`src/rtl/alu_mc_pkg.sv`:
```
// Shared opcode and FSM encodings for the multi-cycle ALU.
package alu_mc_pkg;

  // Opcode values carried on the 4-bit sel input. Values 9..15 are illegal.
  typedef enum logic [3:0] {
    OP_ADD = 4'd0,
    OP_SUB = 4'd1,
    OP_SHF = 4'd2,
    OP_MUL = 4'd3,
    OP_DIV = 4'd4,
    OP_NOT = 4'd5,
    OP_AND = 4'd6,
    OP_OR  = 4'd7,
    OP_XOR = 4'd8
  } op_e;

  // Handshake FSM states of the top level.
  typedef enum logic [1:0] {
    IDLE = 2'd0,
    EXEC = 2'd1,
    CALC = 2'd2,
    DONE = 2'd3
  } state_e;

  // True for the opcodes that go through the iterative multiply/divide unit.
  function automatic logic is_iterative(input logic [3:0] sel);
    return (sel == OP_MUL) || (sel == OP_DIV);
  endfunction

endpackage

```
`src/rtl/alu_mc_muldiv.sv`:
```
// Iterative unsigned multiply (shift-add) and restoring divide.
// One result bit per cycle; a start pulse loads the operands, and done
// pulses for one cycle once WIDTH steps have been taken.
module alu_mc_muldiv #(
  parameter int WIDTH = 8
) (
  input  logic             clk,
  input  logic             rst,
  input  logic             start,
  input  logic             is_div,
  input  logic [WIDTH-1:0] a,
  input  logic [WIDTH-1:0] b,
  output logic             busy,
  output logic             done,
  output logic [WIDTH-1:0] hi,
  output logic [WIDTH-1:0] lo
);

  localparam int CW = $clog2(WIDTH);

  // hi: product high half / partial remainder.
  // lo: multiplier shifting out / dividend shifting out, quotient shifting in.
  logic [WIDTH-1:0] hi_q, hi_d;
  logic [WIDTH-1:0] lo_q, lo_d;
  logic [WIDTH-1:0] opb_q, opb_d;
  logic             is_div_q, is_div_d;
  logic [CW-1:0]    cnt_q, cnt_d;
  logic             busy_q, busy_d;
  logic             done_q, done_d;

  logic [WIDTH:0]   add_sum;
  logic [WIDTH:0]   trial;
  logic             fits;
  logic [WIDTH-1:0] rem_next;

  // Datapath for one step of either algorithm.
  // A zero divisor always "fits", which naturally yields an all-ones
  // quotient and leaves the dividend as the remainder.
  always_comb begin
    add_sum  = {1'b0, hi_q} + (lo_q[0] ? {1'b0, opb_q} : {(WIDTH+1){1'b0}});
    trial    = {hi_q, lo_q[WIDTH-1]};
    fits     = (trial >= {1'b0, opb_q});
    rem_next = WIDTH'(fits ? (trial - {1'b0, opb_q}) : trial);
  end

  // Load on start, then step once per cycle counting WIDTH-1 down to 0.
  always_comb begin
    hi_d     = hi_q;
    lo_d     = lo_q;
    opb_d    = opb_q;
    is_div_d = is_div_q;
    cnt_d    = cnt_q;
    busy_d   = busy_q;
    done_d   = 1'b0;
    if (start) begin
      hi_d     = '0;
      lo_d     = a;
      opb_d    = b;
      is_div_d = is_div;
      cnt_d    = CW'(WIDTH - 1);
      busy_d   = 1'b1;
    end else if (busy_q) begin
      if (is_div_q) begin
        hi_d = rem_next;
        lo_d = {lo_q[WIDTH-2:0], fits};
      end else begin
        hi_d = add_sum[WIDTH:1];
        lo_d = {add_sum[0], lo_q[WIDTH-1:1]};
      end
      if (cnt_q == '0) begin
        busy_d = 1'b0;
        done_d = 1'b1;
      end else begin
        cnt_d = cnt_q - 1'b1;
      end
    end
  end

  // State registers; reset abandons any operation in progress.
  always_ff @(posedge clk) begin
    if (rst) begin
      hi_q     <= '0;
      lo_q     <= '0;
      opb_q    <= '0;
      is_div_q <= 1'b0;
      cnt_q    <= '0;
      busy_q   <= 1'b0;
      done_q   <= 1'b0;
    end else begin
      hi_q     <= hi_d;
      lo_q     <= lo_d;
      opb_q    <= opb_d;
      is_div_q <= is_div_d;
      cnt_q    <= cnt_d;
      busy_q   <= busy_d;
      done_q   <= done_d;
    end
  end

  assign busy = busy_q;
  assign done = done_q;
  assign hi   = hi_q;
  assign lo   = lo_q;

endmodule

```
`src/rtl/alu_mc.sv`:
```
// Registered multi-cycle ALU with valid/ready handshakes on both sides.
// Single-cycle ops go IDLE->EXEC->DONE, multiply/divide go IDLE->CALC->DONE.
// out_valid is registered one cycle after DONE is entered, giving a
// latency of 2 (single-cycle) or WIDTH+2 (MUL/DIV) edges from accept.
module alu_mc
  import alu_mc_pkg::*;
#(
  parameter int WIDTH = 8
) (
  input  logic             clk,
  input  logic             rst,
  input  logic             in_valid,
  output logic             in_ready,
  input  logic [WIDTH-1:0] a,
  input  logic [WIDTH-1:0] b,
  input  logic             cin,
  input  logic [3:0]       sel,
  output logic             out_valid,
  input  logic             out_ready,
  output logic [WIDTH-1:0] out1,
  output logic [WIDTH-1:0] out2,
  output logic             cout,
  output logic             zero,
  output logic             dz,
  output logic             ill
);

  localparam int SHW = $clog2(WIDTH);

  state_e           state_q, state_d;
  logic [WIDTH-1:0] a_q, a_d;
  logic [WIDTH-1:0] b_q, b_d;
  logic             cin_q, cin_d;
  logic [3:0]       sel_q, sel_d;
  logic [WIDTH-1:0] out1_q, out1_d;
  logic [WIDTH-1:0] out2_q, out2_d;
  logic             cout_q, cout_d;
  logic             zero_q, zero_d;
  logic             dz_q, dz_d;
  logic             ill_q, ill_d;
  logic             out_valid_q, out_valid_d;

  logic             accept;
  logic             md_start;
  logic             md_busy;
  logic             md_done;
  logic [WIDTH-1:0] md_hi;
  logic [WIDTH-1:0] md_lo;

  logic [WIDTH:0]   add_full;
  logic [WIDTH:0]   sub_full;
  logic [WIDTH-1:0] exec_out1;
  logic [WIDTH-1:0] exec_out2;
  logic             exec_cout;
  logic             exec_ill;

  assign in_ready = (state_q == IDLE) && !md_busy;
  assign accept   = in_valid && in_ready;
  assign md_start = accept && is_iterative(sel);

  alu_mc_muldiv #(
    .WIDTH (WIDTH)
  ) u_muldiv (
    .clk    (clk),
    .rst    (rst),
    .start  (md_start),
    .is_div (sel == OP_DIV),
    .a      (a),
    .b      (b),
    .busy   (md_busy),
    .done   (md_done),
    .hi     (md_hi),
    .lo     (md_lo)
  );

  // Single-cycle operations computed from the captured operands.
  // The borrow of SUB is the sign bit of the (WIDTH+1)-bit difference.
  always_comb begin
    add_full  = {1'b0, a_q} + {1'b0, b_q} + {{WIDTH{1'b0}}, cin_q};
    sub_full  = {1'b0, a_q} - {1'b0, b_q} - {{WIDTH{1'b0}}, cin_q};
    exec_out1 = '0;
    exec_out2 = '0;
    exec_cout = 1'b0;
    exec_ill  = 1'b0;
    case (sel_q)
      OP_ADD: {exec_cout, exec_out1} = add_full;
      OP_SUB: begin
        exec_out1 = sub_full[WIDTH-1:0];
        exec_cout = sub_full[WIDTH];
      end
      OP_SHF: begin
        exec_out1 = a_q << b_q[SHW-1:0];
        exec_out2 = a_q >> b_q[SHW-1:0];
      end
      OP_NOT: begin
        exec_out1 = ~a_q;
        exec_out2 = ~b_q;
      end
      OP_AND: exec_out1 = a_q & b_q;
      OP_OR:  exec_out1 = a_q | b_q;
      OP_XOR: exec_out1 = a_q ^ b_q;
      OP_MUL, OP_DIV: begin
      end
      default: exec_ill = 1'b1;
    endcase
  end

  // Handshake FSM, operand capture and result registers.
  always_comb begin
    state_d     = state_q;
    a_d         = a_q;
    b_d         = b_q;
    cin_d       = cin_q;
    sel_d       = sel_q;
    out1_d      = out1_q;
    out2_d      = out2_q;
    cout_d      = cout_q;
    zero_d      = zero_q;
    dz_d        = dz_q;
    ill_d       = ill_q;
    out_valid_d = 1'b0;
    case (state_q)
      IDLE: begin
        if (accept) begin
          a_d     = a;
          b_d     = b;
          cin_d   = cin;
          sel_d   = sel;
          cout_d  = 1'b0;
          dz_d    = 1'b0;
          ill_d   = 1'b0;
          state_d = is_iterative(sel) ? CALC : EXEC;
        end
      end
      EXEC: begin
        out1_d  = exec_out1;
        out2_d  = exec_out2;
        cout_d  = exec_cout;
        ill_d   = exec_ill;
        dz_d    = 1'b0;
        zero_d  = (exec_out1 == '0);
        state_d = DONE;
      end
      CALC: begin
        if (md_done) begin
          out1_d  = md_lo;
          out2_d  = md_hi;
          cout_d  = 1'b0;
          ill_d   = 1'b0;
          dz_d    = (sel_q == OP_DIV) && (b_q == '0);
          zero_d  = (md_lo == '0);
          state_d = DONE;
        end
      end
      DONE: begin
        if (out_valid_q && out_ready) begin
          state_d = IDLE;
        end else begin
          out_valid_d = 1'b1;
        end
      end
      default: state_d = IDLE;
    endcase
  end

  // Register update with synchronous reset to an idle, all-zero state.
  always_ff @(posedge clk) begin
    if (rst) begin
      state_q     <= IDLE;
      a_q         <= '0;
      b_q         <= '0;
      cin_q       <= 1'b0;
      sel_q       <= '0;
      out1_q      <= '0;
      out2_q      <= '0;
      cout_q      <= 1'b0;
      zero_q      <= 1'b0;
      dz_q        <= 1'b0;
      ill_q       <= 1'b0;
      out_valid_q <= 1'b0;
    end else begin
      state_q     <= state_d;
      a_q         <= a_d;
      b_q         <= b_d;
      cin_q       <= cin_d;
      sel_q       <= sel_d;
      out1_q      <= out1_d;
      out2_q      <= out2_d;
      cout_q      <= cout_d;
      zero_q      <= zero_d;
      dz_q        <= dz_d;
      ill_q       <= ill_d;
      out_valid_q <= out_valid_d;
    end
  end

  assign out_valid = out_valid_q;
  assign out1      = out1_q;
  assign out2      = out2_q;
  assign cout      = cout_q;
  assign zero      = zero_q;
  assign dz        = dz_q;
  assign ill       = ill_q;

endmodule
```
`config.mk`:
```
export PLATFORM = sky130hd
export DESIGN_NAME = alu_mc
export DESIGN_NICKNAME = d
export VERILOG_FILES = /design/src/rtl/alu_mc_pkg.sv /design/src/rtl/alu_mc_muldiv.sv /design/src/rtl/alu_mc.sv
export SDC_FILE = /design/constraint.sdc
export NUM_CORES = 1
export LEC_CHECK = 0
export ABC_CLOCK_PERIOD_IN_PS = 3450
export CORE_MARGIN = 2
export CORE_UTILIZATION = 55
export DETAILED_ROUTE_END_ITERATION = 10
export PLACE_DENSITY = 0.76
export SLEW_MARGIN = 20
export SYNTH_ARGS = -nofsm -noshare
export SYNTH_HDL_FRONTEND = slang
export SYNTH_SLANG_ARGS = --single-unit
export TNS_END_PERCENT = 5
```
`constraint.sdc`:
```
create_clock -name clk -period 3.45 [get_ports clk]
set_input_delay 0.69 -clock clk [delete_from_list [all_inputs] [get_ports clk]]
set_output_delay 0.69 -clock clk [all_outputs]
set_load 0.03 [all_outputs]
```
==> out/metrics.cfg <==
[outcome]
status=completed

[pwr]
seq_power_uw=1100
power_frac_clock_pct=18.2

[worst_setup_path]
sequence_of_cells_on_the_critical_path=inv_1 > fa_1 > fa_1 > o21ai_1 > nand2b_1 > xor2_1 > a221oi_1 > o311ai_1 > nor4_2 > a32o_2
r2r-start=b_q[0]
timing.critical_path.slowest_stage_cell=sky130_fd_sc_hd__fa_1
r2r-end=zero
cp_top_family=AND-OR/OR-AND gates

[detailed_routing]
drt_iter0_drcs=605
routed_wl_um=17200
wl_per_cell_um=18.1

[die]
initCoreUtil_pct=55.6

[logic_synthesis]
synthDominantAreaCellType=sky130_fd_sc_hd__dfxtp_1
seq_area_frac_synth_pct=24.8
yosys_area_um2=5980
yosys.cell_count.top_type=sky130_fd_sc_hd__nand2_1
yosys.cell_types.count=71

[global_route]
grt_antenna_before_repair=0
grt_max_degree=64
globalRouteMet2Util_pct=48.6
grt.busiest_layer=met2

[timing]
finalCriticalPeriod_ns=2.99
setup_tns_ns=0
timing.max_slew.rel_slack_pct=35.2

[finish]
num-nets-final=887
seqCellArea_um2=1480
nonClockBufferCount=63

[flow_run]
stage_log_warnings=46

[clocking]
max-clock-path-buffers=2

==> through the flow <==
stage	setup slack [ns]	power (uW)	util [%]	cell area (um^2)	std cells
floorplan	0.407	2410	-	5980	775
global placement	0.552	2930	60.9	6550	932
detailed placement	0.497	2950	60.9	6550	932
CTS	0.473	3610	62.6	6730	947
global route	0.171	3860	62.6	6730	947
finish	0.463	3630	62.6	6730	947
==> worst min-delay path by stage <==
stage / end / slack, ns / startpoint / cells past startpoint
6_report: out1[5] / 0.45 / out1[5] / 2
5_1_grt: out1[5] / 0.47 / out1[5] / 2
4_1_cts: out1[5] / 0.45 / out1[5] / 2
3_5_place_dp: out1[5] / 0.45 / out1[5] / 2
3_3_place_gp: out2[3] / 0.44 / out2[3] / 2
2_1_floorplan: u_muldiv.opb_q[2] / 0.44 / u_muldiv.opb_q[2] / 2
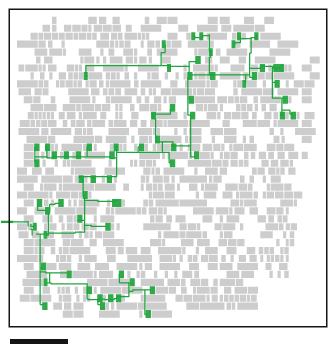
Fig. 1. Port wiring.
The bar under the picture is 20 um long.
Green shows `rst`, direction input, edge left, end cells 64, wire 523 um.

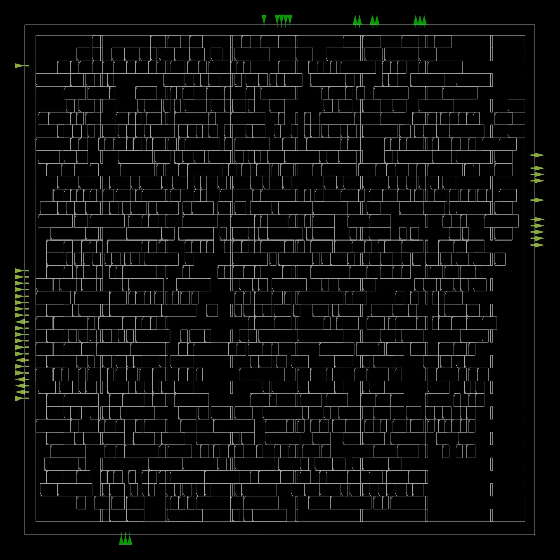
Fig. 2. Placement view.
core region area: 10700 um^2
number of cell rows: 38

Power and IR drop assume default switching activity.
